## src/rtl/lcd_pkg.sv

```systemverilog
// Shared definitions for the LCD refresh driver.
// Holds the HD44780 command bytes, the ASCII offset for raw digits, the
// sequencing and bus-phase state types, and two small helper functions
// used by the top level: the init command ROM and the digit-to-ASCII mapping.
package lcd_pkg;

  localparam logic [7:0] CMD_FUNC_8B2L = 8'h38;
  localparam logic [7:0] CMD_DISP_ON   = 8'h0C;
  localparam logic [7:0] CMD_CLEAR     = 8'h01;
  localparam logic [7:0] CMD_ENTRY_INC = 8'h06;
  localparam logic [7:0] CMD_LINE0     = 8'h80;
  localparam logic [7:0] CMD_LINE1     = 8'hC0;
  localparam logic [7:0] ASCII_ZERO    = 8'h30;

  typedef enum logic [1:0] {PWRUP, INIT, LINE_CMD, CHAR} lcd_state_t;

  typedef enum logic [2:0] {
    BUS_IDLE,
    BUS_SETUP,
    BUS_EN,
    BUS_HOLD,
    BUS_WAIT
  } bus_phase_t;

  // Init sequence: 8-bit bus / 2 lines, display on, clear, entry increment.
  function automatic logic [7:0] init_cmd(input logic [1:0] idx);
    case (idx)
      2'd0:    return CMD_FUNC_8B2L;
      2'd1:    return CMD_DISP_ON;
      2'd2:    return CMD_CLEAR;
      default: return CMD_ENTRY_INC;
    endcase
  endfunction

  // The buffer stores raw decimal digits as 0x00-0x09; everything else is
  // already a printable character.
  function automatic logic [7:0] to_lcd_char(input logic [7:0] b);
    return (b < 8'h0A) ? (b + ASCII_ZERO) : b;
  endfunction

endpackage

```

## src/rtl/lcd_bus_cycle.sv

```systemverilog
// One HD44780 write transaction on the 8-bit parallel bus.
// A one-cycle start registers data/rs, then the block runs
// SETUP_CYC (en=0), EN_CYC (en=1), HOLD_CYC (en=0) and a post-write wait
// (CLEAR_CYC after the clear command, WAIT_CYC otherwise). done pulses on
// the last wait cycle; a new start is accepted from the following cycle.
// Ports:
//   clk, rst        clock, synchronous active-high reset
//   start           launch a write (ignored unless idle)
//   rs, data        register select and byte to write
//   lcd_data/lcd_rs registered bus values, change only on start
//   lcd_en          enable strobe
//   done            last cycle of the post-write wait
module lcd_bus_cycle
  import lcd_pkg::*;
#(
  parameter int SETUP_CYC = 4,
  parameter int EN_CYC    = 16,
  parameter int HOLD_CYC  = 4,
  parameter int WAIT_CYC  = 2_500,
  parameter int CLEAR_CYC = 100_000,
  parameter int CNT_W     = 17
) (
  input  logic       clk,
  input  logic       rst,
  input  logic       start,
  input  logic       rs,
  input  logic [7:0] data,
  output logic [7:0] lcd_data,
  output logic       lcd_rs,
  output logic       lcd_en,
  output logic       done
);

  localparam logic [CNT_W-1:0] SETUP_LAST = CNT_W'(SETUP_CYC - 1);
  localparam logic [CNT_W-1:0] EN_LAST    = CNT_W'(EN_CYC - 1);
  localparam logic [CNT_W-1:0] HOLD_LAST  = CNT_W'(HOLD_CYC - 1);
  localparam logic [CNT_W-1:0] WAIT_LAST  = CNT_W'(WAIT_CYC - 1);
  localparam logic [CNT_W-1:0] CLEAR_LAST = CNT_W'(CLEAR_CYC - 1);

  bus_phase_t       phase, phase_next;
  logic [CNT_W-1:0] cnt, cnt_next;
  logic             is_clear;
  logic [CNT_W-1:0] wait_last;

  // The clear command needs the long wait; decided once at start.
  assign wait_last = is_clear ? CLEAR_LAST : WAIT_LAST;

  always_ff @(posedge clk) begin
    if (rst) begin
      phase <= BUS_IDLE;
      cnt   <= '0;
    end else begin
      phase <= phase_next;
      cnt   <= cnt_next;
    end
  end

  // Each phase counts from zero to its last cycle, then hands over.
  always_comb begin
    phase_next = phase;
    cnt_next   = cnt + 1'b1;
    case (phase)
      BUS_IDLE: begin
        cnt_next = '0;
        if (start) phase_next = BUS_SETUP;
      end
      BUS_SETUP: if (cnt == SETUP_LAST) begin
        phase_next = BUS_EN;
        cnt_next   = '0;
      end
      BUS_EN: if (cnt == EN_LAST) begin
        phase_next = BUS_HOLD;
        cnt_next   = '0;
      end
      BUS_HOLD: if (cnt == HOLD_LAST) begin
        phase_next = BUS_WAIT;
        cnt_next   = '0;
      end
      BUS_WAIT: if (cnt == wait_last) begin
        phase_next = BUS_IDLE;
        cnt_next   = '0;
      end
      default: begin
        phase_next = BUS_IDLE;
        cnt_next   = '0;
      end
    endcase
  end

  always_comb begin
    lcd_en = (phase == BUS_EN);
    done   = (phase == BUS_WAIT) && (cnt == wait_last);
  end

  // Bus data is captured only on an accepted start so that later changes
  // of the source byte cannot disturb a write in progress.
  always_ff @(posedge clk) begin
    if (rst) begin
      lcd_data <= 8'h00;
      lcd_rs   <= 1'b0;
      is_clear <= 1'b0;
    end else if (phase == BUS_IDLE && start) begin
      lcd_data <= data;
      lcd_rs   <= rs;
      is_clear <= !rs && (data == CMD_CLEAR);
    end
  end

endmodule

```

## src/rtl/lcd_refresh_driver.sv

```systemverilog
// Initialises a 16x2 HD44780 LCD, then refreshes it forever from a 32-byte
// message buffer (addresses 0-15 on line 0, 16-31 on line 1). Raw digit
// bytes 0x00-0x09 are written as ASCII '0'-'9'.
// Ports:
//   clk, rst     clock, synchronous active-high reset
//   raddr        buffer read address {line, col}
//   din          buffer byte, combinational on raddr
//   lcd_data     DB7..DB0
//   lcd_rs       0 = command, 1 = data
//   lcd_rw       tied 0 (write only)
//   lcd_en       enable strobe
//   lcd_on       LCD power, tied 1
//   init_done    sticky once the init sequence has completed
//   frame_done   one-cycle pulse after the 32nd character's wait
module lcd_refresh_driver
  import lcd_pkg::*;
#(
  parameter int PWRUP_CYC = 1_000_000,
  parameter int SETUP_CYC = 4,
  parameter int EN_CYC    = 16,
  parameter int HOLD_CYC  = 4,
  parameter int WAIT_CYC  = 2_500,
  parameter int CLEAR_CYC = 100_000
) (
  input  logic       clk,
  input  logic       rst,
  output logic [4:0] raddr,
  input  logic [7:0] din,
  output logic [7:0] lcd_data,
  output logic       lcd_rs,
  output logic       lcd_rw,
  output logic       lcd_en,
  output logic       lcd_on,
  output logic       init_done,
  output logic       frame_done
);

  // All count parameters must be >= 1.
  localparam int CNT_MAX = (PWRUP_CYC > CLEAR_CYC) ? PWRUP_CYC : CLEAR_CYC;
  localparam int CNT_W   = $clog2(CNT_MAX + 1);
  localparam logic [CNT_W-1:0] PWR_LAST = CNT_W'(PWRUP_CYC - 1);

  lcd_state_t       state, state_next;
  logic [CNT_W-1:0] pwr_cnt;
  logic [1:0]       init_idx;
  logic             line;
  logic [3:0]       col;
  logic             busy;
  logic             gap;
  logic             start;
  logic             wr_rs;
  logic [7:0]       wr_data;
  logic             bus_done;

  assign raddr  = {line, col};
  assign lcd_rw = 1'b0;
  assign lcd_on = 1'b1;

  lcd_bus_cycle #(
    .SETUP_CYC(SETUP_CYC),
    .EN_CYC   (EN_CYC),
    .HOLD_CYC (HOLD_CYC),
    .WAIT_CYC (WAIT_CYC),
    .CLEAR_CYC(CLEAR_CYC),
    .CNT_W    (CNT_W)
  ) u_bus (
    .clk     (clk),
    .rst     (rst),
    .start   (start),
    .rs      (wr_rs),
    .data    (wr_data),
    .lcd_data(lcd_data),
    .lcd_rs  (lcd_rs),
    .lcd_en  (lcd_en),
    .done    (bus_done)
  );

  always_ff @(posedge clk) begin
    if (rst) state <= PWRUP;
    else     state <= state_next;
  end

  always_comb begin
    state_next = state;
    case (state)
      PWRUP:    if (pwr_cnt == PWR_LAST) state_next = INIT;
      INIT:     if (bus_done && init_idx == 2'd3) state_next = LINE_CMD;
      LINE_CMD: if (bus_done) state_next = CHAR;
      CHAR:     if (bus_done && col == 4'd15) state_next = LINE_CMD;
      default:  state_next = PWRUP;
    endcase
  end

  // One idle cycle (gap) follows every done, so a new raddr is stable for
  // a full cycle before the character write samples din.
  always_comb begin
    start   = (state != PWRUP) && !busy && !gap;
    wr_data = 8'h00;
    wr_rs   = 1'b0;
    case (state)
      INIT:     wr_data = init_cmd(init_idx);
      LINE_CMD: wr_data = line ? CMD_LINE1 : CMD_LINE0;
      CHAR: begin
        wr_data = to_lcd_char(din);
        wr_rs   = 1'b1;
      end
      default: ;
    endcase
  end

  // col wraps 15 -> 0 at end of line, which also toggles line; raddr
  // therefore wraps 31 -> 0 at the end of each frame.
  always_ff @(posedge clk) begin
    if (rst) begin
      pwr_cnt    <= '0;
      init_idx   <= 2'd0;
      line       <= 1'b0;
      col        <= 4'd0;
      busy       <= 1'b0;
      gap        <= 1'b0;
      init_done  <= 1'b0;
      frame_done <= 1'b0;
    end else begin
      gap        <= bus_done;
      frame_done <= 1'b0;
      if (start)         busy <= 1'b1;
      else if (bus_done) busy <= 1'b0;
      if (state == PWRUP) pwr_cnt <= pwr_cnt + 1'b1;
      if (bus_done) begin
        case (state)
          INIT: begin
            if (init_idx == 2'd3) begin
              init_done <= 1'b1;
              line      <= 1'b0;
              col       <= 4'd0;
            end else begin
              init_idx <= init_idx + 2'd1;
            end
          end
          CHAR: begin
            col <= col + 4'd1;
            if (col == 4'd15) begin
              line       <= ~line;
              frame_done <= line;
            end
          end
          default: ;
        endcase
      end
    end
  end

endmodule

```

## config.mk

```make
export PLATFORM = sky130hd
export DESIGN_NAME = lcd_refresh_driver
export DESIGN_NICKNAME = d
export VERILOG_FILES = /design/src/rtl/lcd_pkg.sv /design/src/rtl/lcd_bus_cycle.sv /design/src/rtl/lcd_refresh_driver.sv
export SDC_FILE = /design/constraint.sdc
export NUM_CORES = 1
export LEC_CHECK = 0
export CAP_MARGIN = 20
export CELL_PAD_IN_SITES_DETAIL_PLACEMENT = 0
export CELL_PAD_IN_SITES_GLOBAL_PLACEMENT = 1
export CORE_MARGIN = 5
export CORE_UTILIZATION = 45
export DETAILED_ROUTE_END_ITERATION = 7
export PLACE_DENSITY_LB_ADDON = 0.08
export SLEW_MARGIN = 20
export SYNTH_ARGS = -nofsm -noshare
export SYNTH_HDL_FRONTEND = slang
export SYNTH_SLANG_ARGS = --single-unit
export TNS_END_PERCENT = 1
```

## constraint.sdc

```tcl
create_clock -name clk -period 3.7 [get_ports clk]
set_clock_uncertainty 0.15 [all_clocks]
set_input_delay 0.74 -clock clk [delete_from_list [all_inputs] [get_ports clk]]
set_output_delay 0.74 -clock clk [all_outputs]
set_load 0.02 [all_outputs]
```

Fig. 1: cell classes on the final placement
(3 px per um)
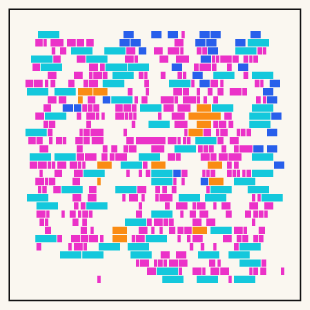
Key: magenta = combinational and other logic [cells 312, share of their area 52%]; cyan = flops [cells 66, share of their area 35%]; blue = other buffers and delay cells [cells 31, share of their area 7.9%]; orange = clock drivers and dummy loads [cells 15, share of their area 5.4%]
Final Cell Area: 3890 um2
Core Area: 7290 um2

Fig. 2: clock wiring as the flow saved it
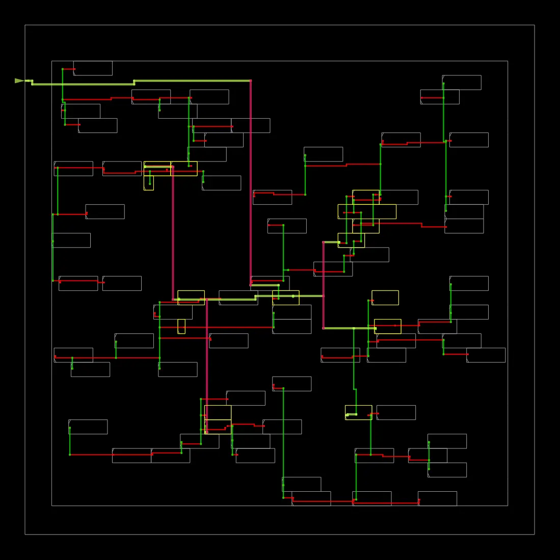
Clk Latency, worst-skew pair: 340 ps
P_clk: 622 uW

==> flow_metrics.py <==
# Auto-generated metrics
metrics = {
    "outcome": {
        "outcome": "completed",
    },
    "floorplanning": {
        "die_y_um": 96.6,
        "row_count": 31,
        "floorplan.core_util_pct": 46.3,
        "chipArea_um2": 9330,
        "io_pins": 29,
        "fp.dieW_um": 96.6,
    },
    "routing": {
        "drt-total-wl_mm": 7.35,
        "vias_per_cell": 5.34,
        "drt_iter0_drc": 107,
        "dr_wl_met3_um": 205,
        "firstDrtPassIters": 4,
        "routedWlPerCell_um": 14.1,
        "dr_wl_met2_mm": 3.29,
        "via_count": 2795,
        "top_layer_used": "met4",
        "drcViolationCount": 0,
        "ant_nets": 0,
        "met1_length_mm": 3.75,
    },
    "clocking": {
        "cts_resized": 0,
        "hold_buffers": 0,
        "clk_path_buf_depth": 2,
        "htreeDepth": 3,
        "cts_setup_buffers": 0,
        "clock-sinks": 66,
        "root_buffer": "clkbuf_8",
        "cts_tree": "done",
        "clk_pin_slew_ps": 70,
        "cts_buffers": 9,
    },
    "cells_and_area": {
        "nFillCells": 737,
        "final_util_pct": 53.3,
        "finalNetCount": 439,
        "antenna_cells": 0,
        "stdcell_count": 523,
        "lay_top_count": "dfxtp_1",
        "area_growth_syn_to_layout_pct": 15.3,
        "seq_area_um2": 1320,
        "final_cell_mix": "dfxtp_1 (66), nor2_1 (49), nand2_1 (34)",
        "drive_gt1_share_pct": 8.73,
        "logic_area_um2": 1900,
    },
    "placed_design": {
        "io_buffer_count": 26,
        "dpl_cell_area_um2": 3690,
        "dp_cells": 508,
        "gp_congestion": 0.802,
        "dp_hpwl_mm": 5.20,
        "pre_cts_ws_ps": 1010,
    },
    "final_timing": {
        "tns_ps": 0,
        "period_minus_slack_ps": 2650,
        "period_used_pct": 71.6,
        "setup_viol": 0,
        "rsz0062_at_grt": "false",
        "maxClockFrequency_ghz": 0.377,
        "slew_viol_final": 0,
        "layout_setup_ws_ps": 1050,
        "hold_viol_final": 0,
        "whs_ps": 302,
        "slew_headroom_pct": 48.4,
        "tightest_slew_ps": 767,
    },
    "global_route": {
        "grt_pass1_vias": 2664,
        "grt-busiest-layer": "met2",
        "grt_use_met2_pct": 26.5,
        "grt_usage_pct": 17.3,
        "globalRoute.totalOverflow": 0,
        "use_met3_pct": 3.25,
        "met1_usage_pct": 23.8,
        "grt_max_degree": 44,
        "grt_first_pass_wirelength_mm": 12.7,
        "antenna_found_initial": 0,
    },
    "logic_synthesis": {
        "ys.warnings.count": 0,
        "ys_seq_share_pct": 39.2,
        "yosysTopAreaCellShare_pct": 39.2,
        "async_flop_share_pct": 0,
        "syn-mean-instance-area_um2": 8.35,
        "synth-seq-cells": 66,
        "largest_area_cell": "dfxtp_1",
        "synth_area_um2": 3370,
        "yosysMostFrequentCell": "dfxtp_1",
        "top_cells_by_count": "dfxtp_1 (66), nor2_1 (49), nand2_1 (34)",
        "edf_count": 0,
        "flop_cell": "dfxtp_1",
        "netlist_instances": 404,
        "ys_cells": 404,
        "synth_nets": 423,
        "ys_types": 51,
        "yosys_area_um2": 3370,
        "synthTopCellsByArea": "dfxtp_1 (39%), xnor2_1 (7.3%), nor2_1 (5.5%)",
    },
    "setup_path": {
        "r2r_cells": 5,
        "cp-start-kind": "register",
        "worstPathMaxFanout": 8,
        "critPathMaxStageDelay_ps": 680,
        "path_class": "reg2out",
        "critPathCaptureType": "output port",
        "crit_path_top_delay_cell": "clkdlybuf4s50_1",
        "r2r-end": "state[0]",
        "cp.arrival_ps": 1760,
        "crit_required_ps": 2810,
        "crit_chain": "nor3b_1 -> clkdlybuf4s50_1",
        "r2r-start": "u_bus.cnt[9]",
        "rrSetupSlack_ps": 1110,
    },
    "power_and_ir_drop": {
        "p_comb_share_pct": 2.3,
        "leakage_nw": 1.20,
        "netSwitchingFraction_pct": 20.4,
        "internal-power_mw": 1.09,
        "p_switching_uw": 279,
        "power_mw": 1.37,
        "clock_power_share_pct": 45.4,
        "ir_drop_mv": 0.256,
        "power_density_nw_per_um2": 352,
        "p_seq_share_pct": 52.3,
    },
    "min_path": {
        "hold_path_depth": 2,
        "hp-start": "u_bus.lcd_data[6]",
        "hold_end": "u_bus.lcd_data[6]",
        "hold_class": "reg2reg",
    },
    "job": {
        "warnings": 30,
        "max-cap-violations": 0,
    },
}
==> power groups by stage <==
stage / registers (mW) / clock network (mW) / logic (mW)
6_report: 0.716 / 0.622 / 0.0315
5_1_grt: 0.716 / 0.676 / 0.0353
2_1_floorplan: 0.731 / 0 / 0.0193
3_5_place_dp: 0.732 / 0 / 0.0316
3_3_place_gp: 0.732 / 0 / 0.0314
4_1_cts: 0.716 / 0.639 / 0.0318
==> worst max-delay path by stage <==
stage                   startpoint           endpoint
floorplan             u_bus.cnt[9]        init_idx[1]
global placement            din[4]  u_bus.lcd_data[5]
detailed placement          din[4]  u_bus.lcd_data[5]
CTS                 u_bus.phase[1]             lcd_en
global route         u_bus.cnt[13]       u_bus.cnt[2]
finish              u_bus.phase[1]             lcd_en
==> critical path: cells and delay by family, from the launching register on <==
family	cells	cell delay (ps)
buffers and inverters	1	680
DFF	1	460
and+or+nand+nor	1	290
==> registers in the layout, indices dropped and copies added, names as in the netlist <==
register and cells:
col 4, init_idx 2, u_bus.is_clear 1, state 2, pwr_cnt 20, busy 1
u_bus.phase 3, u_bus.cnt 20, frame_done 1, gap 1, init_done 1, line 1
u_bus.lcd_data 8, u_bus.lcd_rs 1
==> cell families after synthesis <==
group,Yosys count,synth area share [%]
AOI/OAI and AO/OA,70,13.9
xor gates and xnor gates,37,9.60
adders and majority gates,9,3.34
buffers and inverters,37,4.49
DFF,66,39.2
muxes,5,1.63
other,2,0.223
and+or+nand+nor,178,27.6
==> area by class of cell <==
class                           instances  share of cell area (%)
Clock buffer                           13                    4.34
Clock inverter                          2                   0.901
Tap cell                               99                    3.18
Inverter                               11                    1.06
Timing Repair Buffer                   31                    7.66
Multi-Input combinational cell        301                    48.9
Sequential cell                        66                    34.0
No activity file was given, so power comes from the tool's default toggle rates.
